Figure 1. PDN straps and rails.
Pins as bars on the die edge.
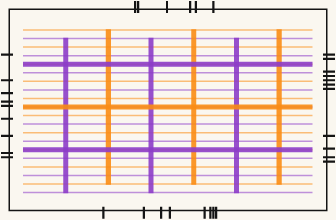
Figure 2. Cells coloured by class.
Bar = 20 um.
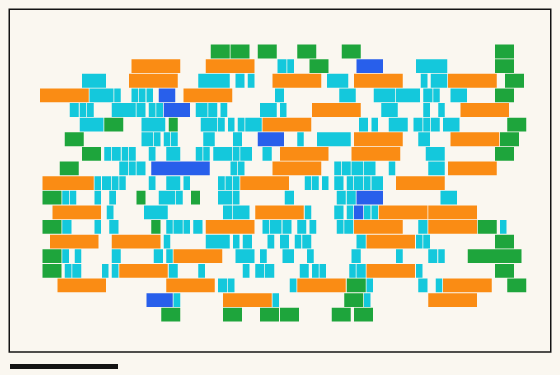
Figure 3. Routed clock nets over the placement.
Bar = 20 um.
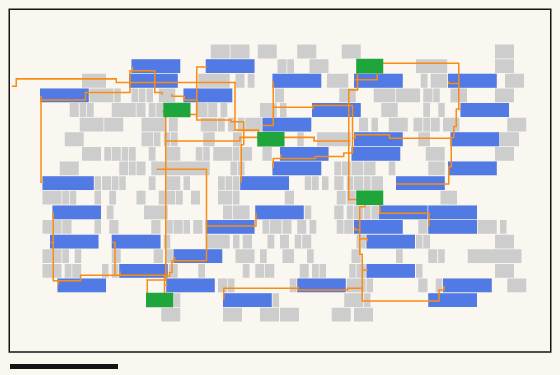
Figure 4. Routed metal, one colour a layer.
Only two layers are drawn.
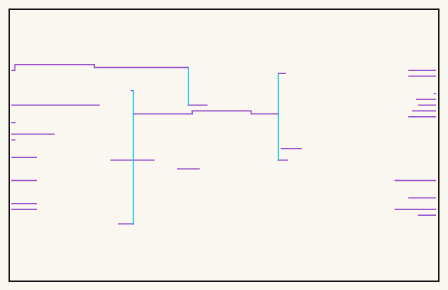
Figure 5. Clock nets.
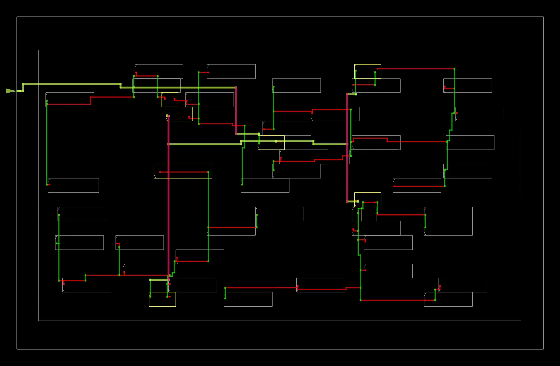
--- src/rtl/saw_receiver_pkg.sv ---
// Shared definitions for the Stop-and-Wait ARQ link (sender and receiver).
// Contents: frame geometry, CRC-4 polynomial, receiver state codes and
// the ACK/NAK encoding.
package saw_pkg;

  localparam int unsigned DW   = 5;             // payload width
  localparam int unsigned CW   = 4;             // CRC width
  localparam int unsigned BW   = 1 + DW + CW;   // frame = {seq, data, crc}
  localparam int unsigned CNTW = $clog2(BW);    // bit counter, holds 0..BW

  // x^4 + x + 1 with the x^4 term implied
  localparam logic [CW-1:0] CRC_POLY = 4'b0011;

  // Receiver FSM states
  localparam logic [1:0] ST_IDLE    = 2'd0;
  localparam logic [1:0] ST_CHECK   = 2'd1;
  localparam logic [1:0] ST_DELIVER = 2'd2;
  localparam logic [1:0] ST_RESP    = 2'd3;

  // Response encoding on ack_nak
  localparam logic RESP_ACK = 1'b0;
  localparam logic RESP_NAK = 1'b1;

endpackage

--- src/rtl/crc4_serial.sv ---
// Bit-serial CRC-4 LFSR (x^4+x+1), shared by the sender and the receiver.
// Ports:
//   i_clk, i_rst  clock, async active-high reset
//   i_clr         synchronous clear of the remainder (wins over i_en)
//   i_en          shift one bit in
//   i_bit         serial input bit, MSB of the message first
//   o_rem         current remainder
module crc4_serial
  import saw_pkg::*;
(
  input  logic          i_clk,
  input  logic          i_rst,
  input  logic          i_clr,
  input  logic          i_en,
  input  logic          i_bit,
  output logic [CW-1:0] o_rem
);

  logic [CW-1:0] r_rem;
  logic          w_fb;

  assign w_fb  = r_rem[CW-1] ^ i_bit;
  assign o_rem = r_rem;

  // LFSR step: shift left, fold the polynomial in when the feedback is set
  always_ff @(posedge i_clk or posedge i_rst) begin
    if (i_rst) begin
      r_rem <= '0;
    end else if (i_clr) begin
      r_rem <= '0;
    end else if (i_en) begin
      r_rem <= {r_rem[CW-2:0], 1'b0} ^ (w_fb ? CRC_POLY : '0);
    end
  end

endmodule

--- src/rtl/saw_receiver.sv ---
// Stop-and-Wait ARQ receiver: accepts one frame, checks CRC-4 bit-serially,
// filters duplicates by the alternating sequence bit, delivers new payloads
// once, and returns exactly one ACK/NAK per accepted frame.
// Ports:
//   i_clk, i_rst                    clock, async active-high reset
//   i_frame_valid/i_frame_data      frame from channel; o_frame_ready in IDLE
//   o_out_valid/o_out_data          payload to sink; i_out_ready handshake
//   o_ack_valid/o_ack_nak/o_ack_seq response to sender; i_ack_ready handshake
//   o_expected_seq                  next in-order sequence number
//   o_crc_err_cnt                   saturating count of CRC failures
module saw_receiver
  import saw_pkg::*;
(
  input  logic          i_clk,
  input  logic          i_rst,
  input  logic          i_frame_valid,
  input  logic [BW-1:0] i_frame_data,
  output logic          o_frame_ready,
  output logic          o_out_valid,
  output logic [DW-1:0] o_out_data,
  input  logic          i_out_ready,
  output logic          o_ack_valid,
  output logic          o_ack_nak,
  output logic          o_ack_seq,
  input  logic          i_ack_ready,
  output logic          o_expected_seq,
  output logic [7:0]    o_crc_err_cnt
);

  localparam logic [CNTW-1:0] CNT_DONE = CNTW'(BW);

  logic [1:0]      r_state,       w_state_nxt;
  logic [BW-1:0]   r_frame,       w_frame_nxt;
  logic [CNTW-1:0] r_cnt,         w_cnt_nxt;
  logic            r_frame_ready, w_frame_ready_nxt;
  logic            r_out_valid,   w_out_valid_nxt;
  logic [DW-1:0]   r_out_data,    w_out_data_nxt;
  logic            r_ack_valid,   w_ack_valid_nxt;
  logic            r_ack_nak,     w_ack_nak_nxt;
  logic            r_ack_seq,     w_ack_seq_nxt;
  logic            r_exp_seq,     w_exp_seq_nxt;
  logic [7:0]      r_err_cnt,     w_err_cnt_nxt;

  logic            w_crc_clr;
  logic            w_crc_en;
  logic [BW-1:0]   w_shifted;
  logic [CW-1:0]   w_rem;

  // Current serial bit: frame shifted so bit r_cnt (from MSB) sits on top
  assign w_shifted = r_frame << r_cnt;

  crc4_serial u_crc (
    .i_clk (i_clk),
    .i_rst (i_rst),
    .i_clr (w_crc_clr),
    .i_en  (w_crc_en),
    .i_bit (w_shifted[BW-1]),
    .o_rem (w_rem)
  );

  // State and output registers
  always_ff @(posedge i_clk or posedge i_rst) begin
    if (i_rst) begin
      r_state       <= ST_IDLE;
      r_frame       <= '0;
      r_cnt         <= '0;
      r_frame_ready <= 1'b1;
      r_out_valid   <= 1'b0;
      r_out_data    <= '0;
      r_ack_valid   <= 1'b0;
      r_ack_nak     <= RESP_ACK;
      r_ack_seq     <= 1'b0;
      r_exp_seq     <= 1'b0;
      r_err_cnt     <= '0;
    end else begin
      r_state       <= w_state_nxt;
      r_frame       <= w_frame_nxt;
      r_cnt         <= w_cnt_nxt;
      r_frame_ready <= w_frame_ready_nxt;
      r_out_valid   <= w_out_valid_nxt;
      r_out_data    <= w_out_data_nxt;
      r_ack_valid   <= w_ack_valid_nxt;
      r_ack_nak     <= w_ack_nak_nxt;
      r_ack_seq     <= w_ack_seq_nxt;
      r_exp_seq     <= w_exp_seq_nxt;
      r_err_cnt     <= w_err_cnt_nxt;
    end
  end

  // Next-state and next-output logic
  always_comb begin
    w_state_nxt       = r_state;
    w_frame_nxt       = r_frame;
    w_cnt_nxt         = r_cnt;
    w_frame_ready_nxt = r_frame_ready;
    w_out_valid_nxt   = r_out_valid;
    w_out_data_nxt    = r_out_data;
    w_ack_valid_nxt   = r_ack_valid;
    w_ack_nak_nxt     = r_ack_nak;
    w_ack_seq_nxt     = r_ack_seq;
    w_exp_seq_nxt     = r_exp_seq;
    w_err_cnt_nxt     = r_err_cnt;
    w_crc_clr         = 1'b0;
    w_crc_en          = 1'b0;

    case (r_state)
      ST_IDLE: begin
        if (i_frame_valid && r_frame_ready) begin
          w_frame_nxt       = i_frame_data;
          w_cnt_nxt         = '0;
          w_crc_clr         = 1'b1;
          w_frame_ready_nxt = 1'b0;
          w_state_nxt       = ST_CHECK;
        end
      end

      ST_CHECK: begin
        if (r_cnt != CNT_DONE) begin
          w_crc_en  = 1'b1;
          w_cnt_nxt = r_cnt + CNTW'(1);
        end else if (w_rem != '0) begin
          // Corrupted frame: NAK against the sequence we are waiting for
          w_ack_valid_nxt = 1'b1;
          w_ack_nak_nxt   = RESP_NAK;
          w_ack_seq_nxt   = r_exp_seq;
          w_err_cnt_nxt   = (r_err_cnt != 8'hFF) ? r_err_cnt + 8'd1 : r_err_cnt;
          w_state_nxt     = ST_RESP;
        end else if (r_frame[BW-1] == r_exp_seq) begin
          w_out_valid_nxt = 1'b1;
          w_out_data_nxt  = r_frame[BW-2:CW];
          w_state_nxt     = ST_DELIVER;
        end else begin
          // Duplicate after a lost ACK: re-acknowledge, drop the payload
          w_ack_valid_nxt = 1'b1;
          w_ack_nak_nxt   = RESP_ACK;
          w_ack_seq_nxt   = r_frame[BW-1];
          w_state_nxt     = ST_RESP;
        end
      end

      ST_DELIVER: begin
        if (i_out_ready) begin
          w_out_valid_nxt = 1'b0;
          w_exp_seq_nxt   = ~r_exp_seq;
          w_ack_valid_nxt = 1'b1;
          w_ack_nak_nxt   = RESP_ACK;
          w_ack_seq_nxt   = r_frame[BW-1];
          w_state_nxt     = ST_RESP;
        end
      end

      ST_RESP: begin
        if (i_ack_ready) begin
          w_ack_valid_nxt   = 1'b0;
          w_frame_ready_nxt = 1'b1;
          w_state_nxt       = ST_IDLE;
        end
      end

      default: begin
        w_state_nxt       = ST_IDLE;
        w_frame_ready_nxt = 1'b1;
        w_out_valid_nxt   = 1'b0;
        w_ack_valid_nxt   = 1'b0;
      end
    endcase
  end

  assign o_frame_ready  = r_frame_ready;
  assign o_out_valid    = r_out_valid;
  assign o_out_data     = r_out_data;
  assign o_ack_valid    = r_ack_valid;
  assign o_ack_nak      = r_ack_nak;
  assign o_ack_seq      = r_ack_seq;
  assign o_expected_seq = r_exp_seq;
  assign o_crc_err_cnt  = r_err_cnt;

endmodule

--- config.mk ---
export PLATFORM = sky130hd
export DESIGN_NAME = saw_receiver
export DESIGN_NICKNAME = d
export VERILOG_FILES = /design/src/rtl/saw_receiver_pkg.sv /design/src/rtl/crc4_serial.sv /design/src/rtl/saw_receiver.sv
export SDC_FILE = /design/constraint.sdc
export NUM_CORES = 1
export LEC_CHECK = 0
export ABC_AREA = 1
export CAP_MARGIN = 20
export CELL_PAD_IN_SITES_DETAIL_PLACEMENT = 0
export CELL_PAD_IN_SITES_GLOBAL_PLACEMENT = 1
export CORE_ASPECT_RATIO = 0.6
export CORE_MARGIN = 4
export CORE_UTILIZATION = 39
export DETAILED_ROUTE_END_ITERATION = 8
export GPL_TIMING_DRIVEN = 0
export HOLD_SLACK_MARGIN = 0.15
export PLACE_DENSITY = 0.89
export SLEW_MARGIN = 15
export SYNTH_ARGS = -nofsm -noshare
export SYNTH_HDL_FRONTEND = slang
export SYNTH_SLANG_ARGS = --single-unit
--- constraint.sdc ---
create_clock -name i_clk -period 2 [get_ports i_clk]
set_input_delay 0.3 -clock i_clk [delete_from_list [all_inputs] [get_ports i_clk]]
set_output_delay 0.3 -clock i_clk [all_outputs]
set_load 0.02 [all_outputs]
==> results.txt <==
flow finished, numbers: Post-Syn Area per Cell=8.70 um2, slowest library cell on the worst path=dfrtp_1, Final Net Count=294, CP max FO=8, gr ovfl total=0, DR vias/cell=4.76, Commonest flop=dfrtp_1, flop2flop setup slack=0.17 ns, Routed WL=4150 um, WL per Instance=12.4 um, yosys synthesis chip area=2000 um2, sequential share of the synthesized area=48.8%, status=complete, no violations, OpenROAD warnings=31, # Cells Yosys=230, DRT iter0 DRCs=63, Power Density=1320 nW/um2, shortest period the worst path allows=1.83 ns, Detail Route Antenna Nets=0, Cell area leaders=dfrtp_1 48%, nand2_1 9.4%, inv_1 6.6%, area growth from synthesis to layout=27.6%, share of layout cells above drive strength 1=11.4%, Port Buffers=33, Fill cells=463, CP bufs+invs=4, P_leak=0.00122 uW, Net Sw Frac=41.6%, RSZ-0062 raised after global routing=no, post-synth top area cell=dfrtp_1, flop share of the area=38.3%, post-CTS sizing=0, # rows=19, Top pwr grp=combinational logic, yosys simple share=21.7%, P_seq=1190 uW, EDFF count, synth=0, logic share of the area=33.7%, Post-synth top cells=50 x nand2_1, 38 x dfrtp_1, 35 x inv_1, most numerous logic cell after layout=nand2_1
-- Figure 1 (at the start) --
| net | colour |
|---|---|
| VDD | orange |
| VSS | purple |
met5 straps: 3
met4 straps: 6
core footprint: 4750 um2
Peak supply drop: 0.779 mV
DIE WIDTH: 100 um
die outline height: 63.5 um

-- Figure 2 (at the start) --
| class | colour | cells | share of their area |
|---|---|---|---|
| clock drivers and dummy loads | blue | 8 | 4.6% |
| all other logic | cyan | 187 | 41% |
| other buffers and delay cells | green | 38 | 15% |
| flip-flops | orange | 39 | 39% |

-- Figure 3 (at the start) --
[flip-flops] blue | count: 39
[clock wires] orange | length: 567 um
[cells driving clock nets] green | count: 5
routed clock nets: 6
Clk power: 678 uW
Clk pwr share: 20.1%

-- Figure 4 (at the start) --
| layer | colour | wire length |
|---|---|---|
| met3 | purple | 227 um |
| met4 | cyan | 60.5 um |

-- Figure 5 (at the start) --
clk_lat worst skew: 0.30 ns
clkbuf count: 5
flip-flops: 39
clk sink count: 39

Power and IR drop assume default switching activity.
